[src/rtl/decode_stage.sv]
// ---------------------------------------------------------------------------
// decode_stage
//
// Registered RV32I decode stage sitting between fetch and execute. Each
// accepted instruction is decoded (register fields, sign-extended immediate,
// format class, source/destination usage, illegal-encoding flag) and held in
// a single pipeline register until execute consumes it.
//
// Handshake (both sides): a transfer happens on a rising clk edge where
// valid and ready are both high. A producer holding valid keeps its payload
// stable until the transfer; ready may depend combinationally on the
// consumer's ready, but valid never depends on ready.
//
// Ports
//   clk, reset        clock; synchronous active-high reset
//   flush             drop the held instruction; blocks input that cycle
//   in_valid/in_ready fetch-side handshake
//   in_instr, in_pc   raw instruction word and its address
//   out_valid/out_ready execute-side handshake
//   out_pc            registered in_pc
//   out_opcode/funct3/funct7/rd/rs1/rs2  raw instruction fields
//   out_imm           sign-extended immediate (0 for R format)
//   out_fmt           0=R 1=I 2=S 3=B 4=U 5=J
//   out_rs1_used/out_rs2_used  true register sources (hazard detection)
//   out_rd_wr         writes a non-zero rd
//   out_illegal       illegal encoding, carried down the pipe for a trap
// ---------------------------------------------------------------------------
module decode_stage #(
    parameter int XLEN  = 32,
    parameter int PC_W  = 32,
    parameter bit RV32E = 1'b0
) (
    input  logic            clk,
    input  logic            reset,
    input  logic            flush,
    input  logic            in_valid,
    output logic            in_ready,
    input  logic [31:0]     in_instr,
    input  logic [PC_W-1:0] in_pc,
    output logic            out_valid,
    input  logic            out_ready,
    output logic [PC_W-1:0] out_pc,
    output logic [6:0]      out_opcode,
    output logic [2:0]      out_funct3,
    output logic [6:0]      out_funct7,
    output logic [4:0]      out_rd,
    output logic [4:0]      out_rs1,
    output logic [4:0]      out_rs2,
    output logic [XLEN-1:0] out_imm,
    output logic [2:0]      out_fmt,
    output logic            out_rs1_used,
    output logic            out_rs2_used,
    output logic            out_rd_wr,
    output logic            out_illegal
);

    typedef enum logic [2:0] {
        FMT_R = 3'd0,
        FMT_I = 3'd1,
        FMT_S = 3'd2,
        FMT_B = 3'd3,
        FMT_U = 3'd4,
        FMT_J = 3'd5
    } fmt_e;

    localparam logic [6:0] OP_LUI    = 7'b0110111;
    localparam logic [6:0] OP_AUIPC  = 7'b0010111;
    localparam logic [6:0] OP_JAL    = 7'b1101111;
    localparam logic [6:0] OP_JALR   = 7'b1100111;
    localparam logic [6:0] OP_BRANCH = 7'b1100011;
    localparam logic [6:0] OP_LOAD   = 7'b0000011;
    localparam logic [6:0] OP_STORE  = 7'b0100011;
    localparam logic [6:0] OP_IMM    = 7'b0010011;
    localparam logic [6:0] OP_OP     = 7'b0110011;
    localparam logic [6:0] OP_MISC   = 7'b0001111;
    localparam logic [6:0] OP_SYSTEM = 7'b1110011;

    typedef struct packed {
        logic [PC_W-1:0] pc;
        logic [6:0]      opcode;
        logic [2:0]      funct3;
        logic [6:0]      funct7;
        logic [4:0]      rd;
        logic [4:0]      rs1;
        logic [4:0]      rs2;
        logic [XLEN-1:0] imm;
        fmt_e            fmt;
        logic            rs1_used;
        logic            rs2_used;
        logic            rd_wr;
        logic            illegal;
    } payload_t;

    payload_t payload_q, payload_d;
    logic     valid_q, valid_d;

    // ------------------------------------------------------------------
    // Combinational decode of the incoming word
    // ------------------------------------------------------------------
    logic [6:0]  opcode;
    logic [2:0]  funct3;
    logic [6:0]  funct7;
    logic [4:0]  rd, rs1, rs2;
    fmt_e        dec_fmt;
    logic        dec_rs1_used, dec_rs2_used, dec_writes_rd, dec_illegal;
    logic [31:0] imm32;
    logic        s;

    assign opcode = in_instr[6:0];
    assign funct3 = in_instr[14:12];
    assign funct7 = in_instr[31:25];
    assign rd     = in_instr[11:7];
    assign rs1    = in_instr[19:15];
    assign rs2    = in_instr[24:20];
    assign s      = in_instr[31];

    always_comb begin
        dec_fmt       = FMT_I;
        dec_rs1_used  = 1'b0;
        dec_rs2_used  = 1'b0;
        dec_writes_rd = 1'b0;
        dec_illegal   = 1'b0;

        case (opcode)
            OP_LUI, OP_AUIPC: begin
                dec_fmt       = FMT_U;
                dec_writes_rd = 1'b1;
            end
            OP_JAL: begin
                dec_fmt       = FMT_J;
                dec_writes_rd = 1'b1;
            end
            OP_JALR: begin
                dec_rs1_used  = 1'b1;
                dec_writes_rd = 1'b1;
                dec_illegal   = (funct3 != 3'b000);
            end
            OP_BRANCH: begin
                dec_fmt      = FMT_B;
                dec_rs1_used = 1'b1;
                dec_rs2_used = 1'b1;
                dec_illegal  = (funct3 == 3'b010) || (funct3 == 3'b011);
            end
            OP_LOAD: begin
                dec_rs1_used  = 1'b1;
                dec_writes_rd = 1'b1;
                dec_illegal   = (funct3 == 3'b011) || (funct3 == 3'b110) ||
                                (funct3 == 3'b111);
            end
            OP_STORE: begin
                dec_fmt      = FMT_S;
                dec_rs1_used = 1'b1;
                dec_rs2_used = 1'b1;
                dec_illegal  = (funct3 >= 3'b011);
            end
            OP_IMM: begin
                dec_rs1_used  = 1'b1;
                dec_writes_rd = 1'b1;
                // Shift-immediates reuse funct7 as an encoding field.
                if (funct3 == 3'b001)
                    dec_illegal = (funct7 != 7'b0000000);
                else if (funct3 == 3'b101)
                    dec_illegal = (funct7 != 7'b0000000) && (funct7 != 7'b0100000);
            end
            OP_OP: begin
                dec_fmt       = FMT_R;
                dec_rs1_used  = 1'b1;
                dec_rs2_used  = 1'b1;
                dec_writes_rd = 1'b1;
                if (funct7 == 7'b0100000)
                    dec_illegal = (funct3 != 3'b000) && (funct3 != 3'b101);
                else
                    dec_illegal = (funct7 != 7'b0000000);
            end
            OP_MISC, OP_SYSTEM: begin
                dec_fmt = FMT_I;
            end
            default: dec_illegal = 1'b1;
        endcase

        if (in_instr[1:0] != 2'b11)
            dec_illegal = 1'b1;

        // The 16-register base only rejects indices that are actually used.
        if (RV32E) begin
            if ((dec_rs1_used && rs1[4]) || (dec_rs2_used && rs2[4]) ||
                (dec_writes_rd && rd[4]))
                dec_illegal = 1'b1;
        end

        // Illegal instructions travel as inert I-format so hazard logic ignores them.
        if (dec_illegal) begin
            dec_fmt       = FMT_I;
            dec_rs1_used  = 1'b0;
            dec_rs2_used  = 1'b0;
            dec_writes_rd = 1'b0;
        end
    end

    always_comb begin
        imm32 = 32'd0;
        case (dec_fmt)
            FMT_I:   imm32 = {{20{s}}, in_instr[31:20]};
            FMT_S:   imm32 = {{20{s}}, in_instr[31:25], in_instr[11:7]};
            FMT_B:   imm32 = {{19{s}}, in_instr[31], in_instr[7], in_instr[30:25],
                              in_instr[11:8], 1'b0};
            FMT_U:   imm32 = {in_instr[31:12], 12'd0};
            FMT_J:   imm32 = {{11{s}}, in_instr[31], in_instr[19:12], in_instr[20],
                              in_instr[30:21], 1'b0};
            default: imm32 = 32'd0;
        endcase
    end

    // ------------------------------------------------------------------
    // Pipeline register with backpressure and flush
    // ------------------------------------------------------------------
    logic load;

    assign in_ready = !reset && !flush && (!valid_q || out_ready);
    assign load     = in_valid && in_ready;

    always_comb begin
        valid_d   = valid_q;
        payload_d = payload_q;
        if (flush) begin
            valid_d = 1'b0;
        end else if (load) begin
            valid_d            = 1'b1;
            payload_d.pc       = in_pc;
            payload_d.opcode   = opcode;
            payload_d.funct3   = funct3;
            payload_d.funct7   = funct7;
            payload_d.rd       = rd;
            payload_d.rs1      = rs1;
            payload_d.rs2      = rs2;
            // Sign-extend from bit 31 out to XLEN.
            payload_d.imm      = {{(XLEN-31){imm32[31]}}, imm32[30:0]};
            payload_d.fmt      = dec_fmt;
            payload_d.rs1_used = dec_rs1_used;
            payload_d.rs2_used = dec_rs2_used;
            payload_d.rd_wr    = dec_writes_rd && (rd != 5'd0);
            payload_d.illegal  = dec_illegal;
        end else if (valid_q && out_ready) begin
            valid_d = 1'b0;
        end
    end

    always_ff @(posedge clk) begin
        if (reset) begin
            valid_q   <= 1'b0;
            payload_q <= '0;
        end else begin
            valid_q   <= valid_d;
            payload_q <= payload_d;
        end
    end

    assign out_valid    = valid_q;
    assign out_pc       = payload_q.pc;
    assign out_opcode   = payload_q.opcode;
    assign out_funct3   = payload_q.funct3;
    assign out_funct7   = payload_q.funct7;
    assign out_rd       = payload_q.rd;
    assign out_rs1      = payload_q.rs1;
    assign out_rs2      = payload_q.rs2;
    assign out_imm      = payload_q.imm;
    assign out_fmt      = payload_q.fmt;
    assign out_rs1_used = payload_q.rs1_used;
    assign out_rs2_used = payload_q.rs2_used;
    assign out_rd_wr    = payload_q.rd_wr;
    assign out_illegal  = payload_q.illegal;

endmodule

[config.mk]
export PLATFORM = sky130hd
export DESIGN_NAME = decode_stage
export DESIGN_NICKNAME = d
export VERILOG_FILES = /design/src/rtl/decode_stage.sv
export SDC_FILE = /design/constraint.sdc
export NUM_CORES = 1
export LEC_CHECK = 0
export ABC_AREA = 1
export CAP_MARGIN = 20
export CORE_ASPECT_RATIO = 1.1
export CORE_MARGIN = 2
export CORE_UTILIZATION = 47
export DETAILED_ROUTE_END_ITERATION = 8
export PLACE_DENSITY = 0.86
export SETUP_SLACK_MARGIN = 0.4
export SYNTH_ARGS = -nofsm -noshare
export SYNTH_HDL_FRONTEND = slang
export SYNTH_SLANG_ARGS = --single-unit
[constraint.sdc]
create_clock -name clk -period 4.3 [get_ports clk]
set_input_delay 1.075 -clock clk [delete_from_list [all_inputs] [get_ports clk]]
set_output_delay 1.075 -clock clk [all_outputs]
set_load 0.05 [all_outputs]
**Run 1: met3 routing**

Scale bar: 20 um.
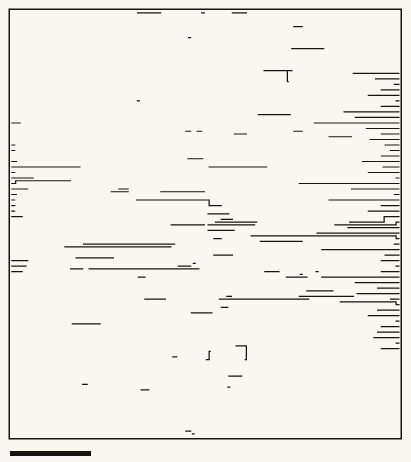
wire length on this layer: 840 um
share of all routed wire: 6.4%
longest straight run: 35.9 um

**Run 1: cell density map**

10 x 11 tiles, from white (low) to dark blue (high), 0 to 100% covered.
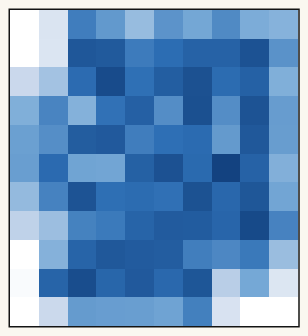
tiles over 75% full: 41%
nearly empty tiles: 5.5%
fullest tile: 93%

**Run 1: cell outlines without signal wires**

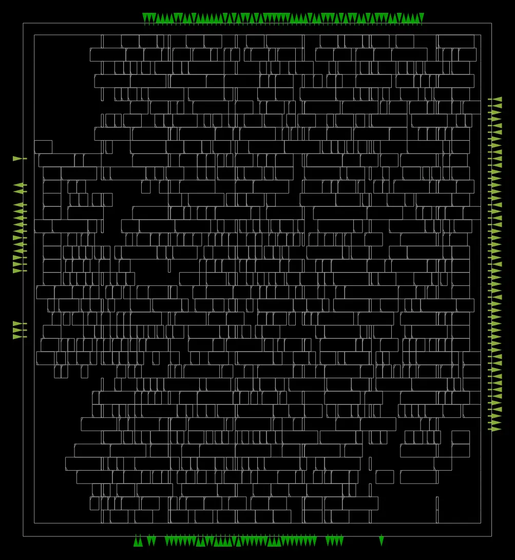
sequential fraction of total cell area: 32.4%
Std-Cell Rows: 37
n_taps: 117

==> summary.txt, run 1 <==
Status: finished clean
Tightest Pin Transition: 0.871 ns
Die Wd: 96.5 um
Nets@finish: 829
Relative max-transition margin: 41.9%
Hold-fix buffers at CTS: 0
Inserted Diodes: 0
YS chip area: 4430 um^2
Crit Path Class: primary input to output port
Most common logic cells in the final layout: 200 x nand2_1, 172 x clkdlybuf4s50_1, 104 x dfxtp_1
Synth mux share: 0%
Crit path capture type: output port
Period Utilization, post-route: 85.5%
Clock buffer cells: 10
Cells after Synth: 605
PwrDens: 321 nW/um^2
Critical Path Max Stage Delay: 0.82 ns
CTS root buf: clkbuf_8
CP endpoint: in_ready
CP Launch Type: primary input
Comb/total area: 32.2%
Core ar.: 9260 um^2
Synth async-reset ratio: 0%
#FFs+latches synth: 104
Syn_area_per_cell: 7.32 um^2
Max clock buf depth: 2
Adder-cell share of the synthesized area: 0%
Number of cells on the worst hold path: 2
Commonest Layout Cell: nand2_1
DR vias/cell: 5.19
Dominant kind of combinational cell: simple AND/OR/NAND/NOR gates
Clock transition at path regs: 0.10 ns
Buf/Inv on CP: 3
Xor/xnor share: 0%
First-pass DRT Iterations: 5
Via Count: 4573
Maximum VDD drop: 0.167 mV
Initial Util: 47.8%
MI comb cells: 433
Max-slew violation count: 0
Port Buffer Count: 173
[run 1: sequential cells by signal, summed over array words and instances, names as in the netlist]
register      flops
out_imm          32
out_pc           32
out_funct7        7
out_opcode        7
out_rd            5
out_rs1           5
out_rs2           5
out_fmt           3
out_funct3        3
out_illegal       1
out_rd_wr         1
out_rs1_used      1
out_rs2_used      1
out_valid         1
[run 1: Yosys cell counts (4+ instances only)]
library cell	n	area, um^2
nand3_1	25	125
inv_2	4	15.0
buf_2	13	65.1
a21oi_1	100	500
a21oi_2	9	78.8
nand2_1	201	754
clkbuf_1	20	75.1
nand3b_1	6	45.0
nor2_1	33	124
dfxtp_1	104	2080
nand2_2	4	25.0
o21ai_1	5	25.0
inv_1	28	105
nor2_2	8	50.1
o21ai_0	22	110
[run 1: per-layer routing]
| layer | wire (um) | vias up | global-route usage [%] |
|---|---|---|---|
| met5 | 0 | - | 0 |
| met4 | 398 | 0 | 10.9 |
| met3 | 839 | 31 | 3.15 |
| met2 | 6620 | 162 | 43.8 |
| met1 | 5180 | 2111 | 30.4 |
| li1 | - | 2269 | - |
[run 1: worst min-delay path: cells and delay by family, from the launching register on]
kind	cells	cell delay, ns
AOI/OAI and AO/OA	1	0.05
DFF	1	0.32
and+or+nand+nor	1	0.06
[run 1: through the flow]
stage	utilization, %	hold WS [ns]	instances	worst slack (ns)	total power, mW
finish	69.3	0.468	881	0.622	2.06
global route	69.3	0.484	881	0.539	2.14
CTS	69.3	0.470	881	0.621	2.08
detailed placement	67.0	0.455	866	0.621	1.42
global placement	67.0	0.451	866	0.638	1.42
floorplan	-	0.690	605	1.17	1.26
[run 1: power breakdown]
part | internal [mW] | switching (mW) | leakage (nW)
clock network | 0.341 | 0.316 | 0.108
logic | 0.146 | 0.244 | 1.42
registers | 0.996 | 0.0176 | 0.845
==> run 2: changes to the inputs <==
--- a/config.mk
+++ b/config.mk
@@ -10,6 +10,7 @@
 export CORE_ASPECT_RATIO = 1.1
 export CORE_MARGIN = 2
 export CORE_UTILIZATION = 47
+export CTS_CLUSTER_SIZE = 40
 export DETAILED_ROUTE_END_ITERATION = 8
 export PLACE_DENSITY = 0.86
 export SETUP_SLACK_MARGIN = 0.4
==> run 2 against run 1 <==
Against the previous run:
- clock skew stayed put
- register-to-register slack is essentially flat
- synthesized cell count stayed put
- worst hold slack unchanged
- maximum frequency unchanged
- utilization is the same
- clock power about the same
- cell count stayed put
==> summary.txt, run 2 <==
Crit Path Class: primary input to output port
Max clock buf depth: 2 (unchanged)
Min Hold Slack: 0.468 ns (unchanged)
Most common logic cells in the final layout: 200 x nand2_1, 172 x clkdlybuf4s50_1, 104 x dfxtp_1
Via Count: 4573 (unchanged)
CP Launch Type: primary input
Number of cells on the worst hold path: 2 (unchanged)
Syn_area_per_cell: 7.32 um^2 (unchanged)
Initial Util: 47.8% (unchanged)
Inserted Diodes: 0 (unchanged)
Worst setup margin: 0.622 ns (unchanged)
Std-Cell Rows: 37 (unchanged)
Status: finished clean
Cell area leaders: dfxtp_1 47%, nand2_1 17%, a21oi_1 11%, nand3_1 2.8%, nor2_1 2.8%
Most common cell in the netlist: nand2_1
Period Utilization, post-route: 85.5% (unchanged)
CTS root buf: clkbuf_8
Hold-fix buffers at CTS: 0 (unchanged)
Max-slew violation count: 0 (unchanged)
Nets@finish: 829 (unchanged)
==> run 2: cell counts after synthesis <==
Identical to the previous run, type by type.
==> run 2: cell families after synthesis <==
family / count (synthesis) / share of synthesized area (%)
DFF: 104 / 47.0
AOI/OAI and AO/OA: 143 / 17.8
buffers and inverters: 68 / 6.36
and+or+nand+nor: 290 / 28.8
==> run 2: worst max-delay path, stage by stage <==
cell             delay, ns
clkdlybuf4s50_1       0.40
nor2_1                0.10
inv_1                 0.06
nor2_1                0.14
clkdlybuf4s50_1       0.82
==> run 2: worst max path at each step <==
stage,end,depth (start not counted)
4_1_cts,in_ready,5
3_5_place_dp,in_ready,5
5_1_grt,in_ready,5
2_1_floorplan,out_fmt[1]$_SDFFE_PP0P_,9
6_report,in_ready,5
3_3_place_gp,in_ready,5
==> run 2: power by group <==
group / switching, mW / leakage [nW] / internal, mW
logic: 0.244 / 1.42 / 0.146
registers: 0.0176 / 0.845 / 0.996
clock network: 0.316 / 0.108 / 0.341
==> run 2: routing by layer <==
metal | share of wire [%] | global-route usage [%]
met4 | 3.1 | 10.9
met2 | 51 | 43.8
met1 | 40 | 30.4
met5 | 0 | 0
met3 | 6.4 | 3.15
==> run 2: stage by stage <==
step / util, % / cell area, um^2 / cells
floorplan: - / 4430 / 605
global placement: 67.0 / 6200 / 866
detailed placement: 67.0 / 6200 / 866
CTS: 69.3 / 6420 / 881
global route: 69.3 / 6420 / 881
finish: 69.3 / 6420 / 881
==> run 2: area by class of cell <==
type / count / area share, %
sequential: 104 / 32.4
multi-input combinational: 433 / 32.2
timing repair buffer: 178 / 27.7
tap: 117 / 2.28
clock buffer: 10 / 2.14
inverter: 34 / 2.03
clock inverter: 5 / 1.27
**Run 2: where the registers sit**

Scale bar: 20 um. Other sequential cells in the stronger grey, the rest of the logic in the fainter grey.
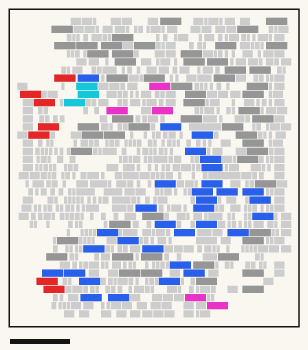
| colour | signal | placed flops |
|---|---|---|
| cyan | out_funct3 | 3 |
| blue | out_imm | 32 |
| magenta | out_rs2 | 5 |
| red | out_opcode | 7 |

**Run 2: cell density map**

10 x 11 tiles, from white (low) to dark blue (high), 0 to 100% covered.
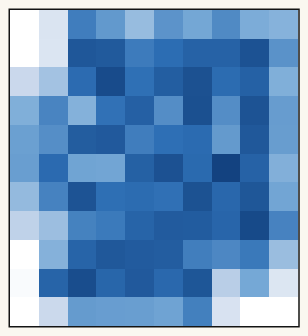
tiles over 75% full: 41%
mean over tiles: 61%
fullest tile: 93%
nearly empty tiles: 5.5%

Power is estimated from default activity; no workload was simulated.
